### src/rtl/uart_tx_arbiter.sv
// Round-robin arbiter sharing one 8N1 UART transmitter between NUM_REQ byte sources.
// The serializer runs from the system clock; one bit lasts CLOCK_FREQ/BAUD cycles.
module uart_tx_arbiter #(
    parameter int CLOCK_FREQ = 12000000,
    parameter int BAUD       = 115200,
    parameter int NUM_REQ    = 2
) (
    input  logic                 clk,
    input  logic                 RST,
    input  logic [NUM_REQ-1:0]   req_valid,
    input  logic [8*NUM_REQ-1:0] req_data,
    output logic [NUM_REQ-1:0]   req_ready,
    output logic                 uart_tx,
    output logic                 busy,
    output logic [2:0]           grant_id
);

    localparam int DIV   = CLOCK_FREQ / BAUD;
    localparam int CNT_W = $clog2(DIV);

    localparam logic [CNT_W-1:0] LAST_TICK = CNT_W'(DIV - 1);
    localparam logic [2:0]       PTR_RESET = 3'(NUM_REQ - 1);

    typedef enum logic [1:0] {
        S_IDLE,
        S_START,
        S_DATA,
        S_STOP
    } state_t;

    state_t           state, state_next;
    logic [CNT_W-1:0] baud_cnt, baud_next;
    logic [2:0]       bit_cnt, bit_next;
    logic [7:0]       shift_reg, shift_next;
    logic             tx_reg, tx_next;
    logic [2:0]       grant_reg, grant_next;
    logic [2:0]       last_ptr, last_next;

    logic [7:0]  valid_ext;
    logic [63:0] data_ext;
    logic        found;
    logic [2:0]  pick;
    logic [7:0]  pick_byte;
    logic        handshake;
    logic        bit_tick;

    // Zero-extend to the 8-requester maximum so a 3-bit index always fits.
    assign valid_ext = 8'(req_valid);
    assign data_ext  = 64'(req_data);

    // Search upward from the requester after the last winner, wrapping.
    always_comb begin
        logic [2:0] cand;
        // NOTE: every variable gets a default before any conditional update,
        // otherwise the tool infers a latch to hold its old value.
        found = 1'b0;
        pick  = '0;
        cand  = '0;
        for (int k = 0; k < NUM_REQ; k++) begin
            cand = 3'((int'(last_ptr) + 1 + k) % NUM_REQ);
            if (!found && valid_ext[cand]) begin
                found = 1'b1;
                pick  = cand;
            end
        end
    end

    assign pick_byte = data_ext[{pick, 3'b000} +: 8];
    assign handshake = (state == S_IDLE) && found;
    assign bit_tick  = (baud_cnt == LAST_TICK);

    for (genvar i = 0; i < NUM_REQ; i++) begin : g_ready
        assign req_ready[i] = handshake && (pick == 3'(i));
    end

    always_comb begin
        state_next = state;
        baud_next  = baud_cnt;
        bit_next   = bit_cnt;
        shift_next = shift_reg;
        tx_next    = tx_reg;
        grant_next = grant_reg;
        last_next  = last_ptr;

        unique case (state)
            S_IDLE: begin
                tx_next   = 1'b1;
                baud_next = '0;
                bit_next  = '0;
                if (handshake) begin
                    shift_next = pick_byte;
                    grant_next = pick;
                    last_next  = pick;
                    tx_next    = 1'b0;
                    state_next = S_START;
                end
            end
            S_START: begin
                if (bit_tick) begin
                    baud_next  = '0;
                    tx_next    = shift_reg[0];
                    shift_next = {1'b0, shift_reg[7:1]};
                    state_next = S_DATA;
                end else begin
                    baud_next = baud_cnt + CNT_W'(1);
                end
            end
            S_DATA: begin
                if (bit_tick) begin
                    baud_next = '0;
                    if (bit_cnt == 3'd7) begin
                        bit_next   = '0;
                        tx_next    = 1'b1;
                        state_next = S_STOP;
                    end else begin
                        bit_next   = bit_cnt + 3'd1;
                        tx_next    = shift_reg[0];
                        shift_next = {1'b0, shift_reg[7:1]};
                    end
                end else begin
                    baud_next = baud_cnt + CNT_W'(1);
                end
            end
            S_STOP: begin
                if (bit_tick) begin
                    baud_next  = '0;
                    state_next = S_IDLE;
                end else begin
                    baud_next = baud_cnt + CNT_W'(1);
                end
            end
            default: state_next = S_IDLE;
        endcase
    end

    // Reset also clears the latched byte so an abandoned frame leaves nothing behind.
    always_ff @(posedge clk) begin
        // NOTE: non-blocking assignments make every register update from
        // pre-edge values, matching flop behaviour regardless of statement order.
        if (RST) begin
            state     <= S_IDLE;
            baud_cnt  <= '0;
            bit_cnt   <= '0;
            shift_reg <= '0;
            tx_reg    <= 1'b1;
            grant_reg <= '0;
            last_ptr  <= PTR_RESET;
        end else begin
            state     <= state_next;
            baud_cnt  <= baud_next;
            bit_cnt   <= bit_next;
            shift_reg <= shift_next;
            tx_reg    <= tx_next;
            grant_reg <= grant_next;
            last_ptr  <= last_next;
        end
    end

    assign uart_tx  = tx_reg;
    assign busy     = (state != S_IDLE);
    assign grant_id = grant_reg;

endmodule

### config.mk
export PLATFORM = sky130hd
export DESIGN_NAME = uart_tx_arbiter
export DESIGN_NICKNAME = d
export VERILOG_FILES = /design/src/rtl/uart_tx_arbiter.sv
export SDC_FILE = /design/constraint.sdc
export NUM_CORES = 1
export LEC_CHECK = 0
export ABC_AREA = 1
export CAP_MARGIN = 20
export CORE_MARGIN = 3
export CORE_UTILIZATION = 46
export DETAILED_ROUTE_END_ITERATION = 8
export PLACE_DENSITY_LB_ADDON = 0.05
export SYNTH_ARGS = -nofsm -noshare
export SYNTH_HDL_FRONTEND = slang
export SYNTH_SLANG_ARGS = --single-unit
### constraint.sdc
create_clock -name clk -period 1.4 [get_ports clk]
set_input_delay 0.28 -clock clk [delete_from_list [all_inputs] [get_ports clk]]
set_output_delay 0.28 -clock clk [all_outputs]
set_load 0.01 [all_outputs]
==> images/closeup.png <==
Scale bar: 5 µm. Window x 35 to 55, y 35 to 55 µm. Cells in gray, sequential cells in the stronger gray; small squares are vias.
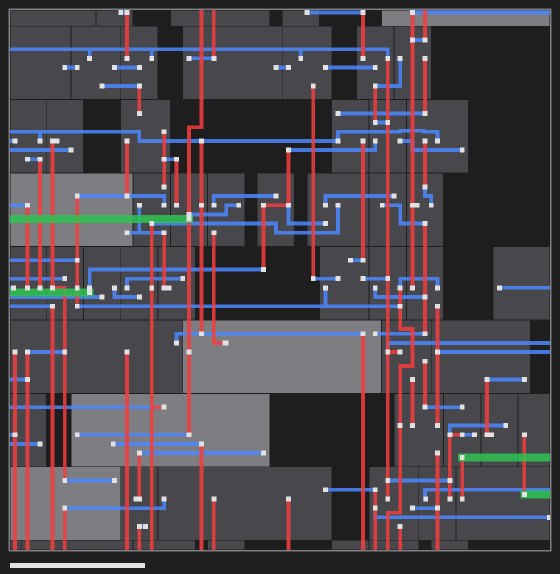
Key: blue = M1; red = M2; green = M3
Most frequent: nand2_1 (12). Netlist names of flops here include shift_reg (4). 45 logic cells have their middle in the window. Sequential cells in the window: 4.

==> images/route_heat.png <==
The die is cut into 12 by 12 equal tiles; white is low, dark blue is high, scaled to the fullest tile. Values are wire area over tile area, all layers added.
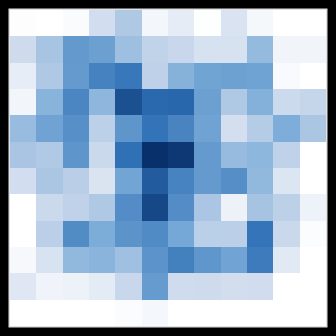
30% of the tiles are over half the peak. 16% of the tiles are nearly empty. The fullest tile reaches 0.46.

==> images/layers.png <==
Scale bar: 20 µm. Only two layers are drawn.
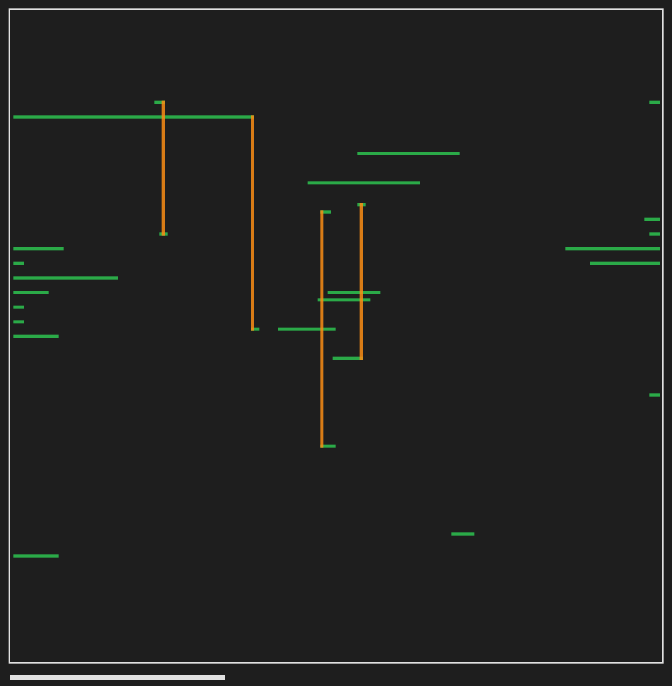
Key: green = M3 [wire length 108 µm]; orange = M4 [wire length 68.0 µm]

==> images/m1.png <==
Scale bar: 20 µm.
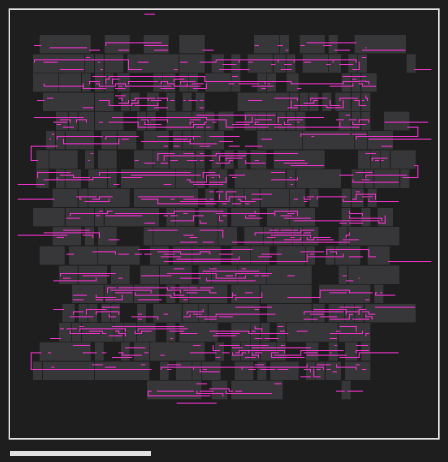
The wires run mostly horizontal. 270 nets have wire on it. The longest straight run is 20.7 µm. The layer holds 43% of the routed length. The layer carries 1540 µm of wire.
WL final: 3.545 mm
met1 Usage GRT: 24.68%
via count: 1454

==> impl_metrics.toml <==
# implementation run metrics
[run_status]
status = "finished with violations"
violations = "setup timing"

[setup_path]
critical_path_depth = 7
worstReg2RegEnd = "shift_reg[0]"
crit_chain = "inv_2 -> ha_4 -> inv_4 -> a21oi_4 -> inv_2 -> nor2_1 -> buf_2"
setup.worst_path.class = "register to output port"
cp-start-kind = "register"
crit_family = "flip-flops"
worstPathArrival_ns = 1.31
worstSetupEndpoint = "req_ready[0]"
crit_path_top_delay_cell = "dfxtp_2"
slowest_delay_ns = 0.35
cp_common_cell = "inv_2"

[place]
place_inst = 285
placement.cell_area_um2 = 1784
place_ws_ns = -0.5912
port-buffer-count = 24
place.gp.congestion = 0.7008

[final_timing]
fin_crit_ns = 1.585
setup_viol = 13
timing.final.ws_setup_ns = -0.1855
rsz0062_at_grt = "yes"
fin_crit_sh_pct = 113.2
finalHoldViolCount = 0
skew_ns = 0.002384
holdWs_ns = 0.4577

[floorplanning]
io_pins = 27
rows = 19
die_y_um = 60.60
die_w_um = 60.60

[finish]
comb_area_share_pct = 43.56
n_all_inverters = 39
layout.area.seq_um2 = 466.7
largest_reg_flops = 8
final-instance-count-excl-fill = 297
fillCellCount = 223
nets = 294
syn2layout_area_growth_pct = 51.64
drive_above_1_share_pct = 32.33
antennaDiodeCount = 0
clkbuf_count = 4
largest_cell_class = "logic gates"

[clock_tree]
cts-buffers-inserted = 3
clkLatencyLatePin_ns = 0.31
cts.sinks = 23
htreeDepth = 1
cts_tree = "yes"
clk_pin_slew_ns = 0.13
cts-root-buf = "clkbuf_4"

[hold_path]
holdCritStartpoint = "req_valid[1]"
hp-class = "primary input to register"
min_to = "last_ptr[0]"
worstHoldPathCells = 5

[global_routing]
track_usage_pct = 19.51
antenna_found_initial = 0
grt_pass1_wl_mm = 5.526
busiest_layer = "met2"
gr-total-overflow = 0
gr-usage-met3_pct = 2.340
grt_use_met2_pct = 34.50
grt_max_degree = 19

[drt]
dr_wl_met3_um = 107
wl_per_cell_um = 11.94
wl_met2_mm = 1.830
drc = 0
drt_iter0_markers = 71
ant_nets = 0
via_per_inst = 4.896

[power_and_ir_drop]
p_seq_share_pct = 22.3
power_leakage_nw = 0.9892
p_int_mw = 2.337
seq-power_mw = 0.935
total_power_mw = 4.200
ir_drop_v = 0.001218
p_per_area_nw_per_um2 = 2020
combPwrFrac_pct = 70.2
clkPwrFrac_pct = 7.5

[synthesis]
synthDistinctLibCells = 26
syn-instance-count = 214
avgSynthCellArea_um2 = 6.408
synth_flop_count = 23
ys_warn_count = 0
syn_area_um2 = 1371

[job]
drv_cap = 0
warnings = 31
## tightest hold or removal path, delay by kind of cell
kind	cells	cell delay, ns
simple gates	3	0.24
buf+inv	2	0.22
## timing repair
action / CTS / global route
resized: 36 / 38
pin swaps: 7 / 12
setup endpoints to repair: 19 / 20
cloned: 1 / 0
setup buffers: 7 / 2
hold buffers: 0 / 0
## cell families after synthesis
family | share of synthesized area, %
compound gates | 8.851
fa+ha+maj | 6.387
buf+inv | 14.32
flops | 33.58
other cells | 0.2735
simple gates | 36.59
## cell usage in the layout (no fill, tap or decap), types with 2 or more instances in the layout
cell,count
dlygate4sd2_1,2
o21ai_1,2
inv_4,3
conb_1,2
o21ai_0,12
nand3_2,5
ha_4,2
nand4_1,2
buf_4,21
nand3_1,2
nand3_4,4
clkdlybuf4s50_1,18
inv_2,4
ha_2,2
buf_2,2
nor3b_1,2
nor2_4,4
ha_1,3
nor2_1,26
buf_6,8
nand2_1,49
clkbuf_4,3
dfxtp_2,5
nand2_4,3
a21oi_1,7
dfxtp_1,18
inv_1,32
nor2_2,5
nand2_2,9
## cells in the mapped netlist
library cell	instances	area share [%]
nor3b_1	2	1.1
clkbuf_4	1	0.55
nor2_4	1	0.82
inv_1	38	10
nor2_2	1	0.46
nand3_4	2	2.6
ha_1	7	6.4
clkbuf_1	1	0.27
conb_1	1	0.27
nand4_1	2	0.91
buf_4	3	1.6
nor3_1	2	0.73
nor4_1	1	0.46
nor2_1	33	9.0
nand2_1	58	16
nand3_1	8	2.9
dfxtp_1	23	34
o21ai_0	13	4.7
inv_2	1	0.27
nand2_4	1	0.82
buf_6	1	0.82
buf_2	1	0.36
nand2_2	2	0.91
a31oi_1	1	0.46
a21oi_1	8	2.9
o21ai_1	2	0.73
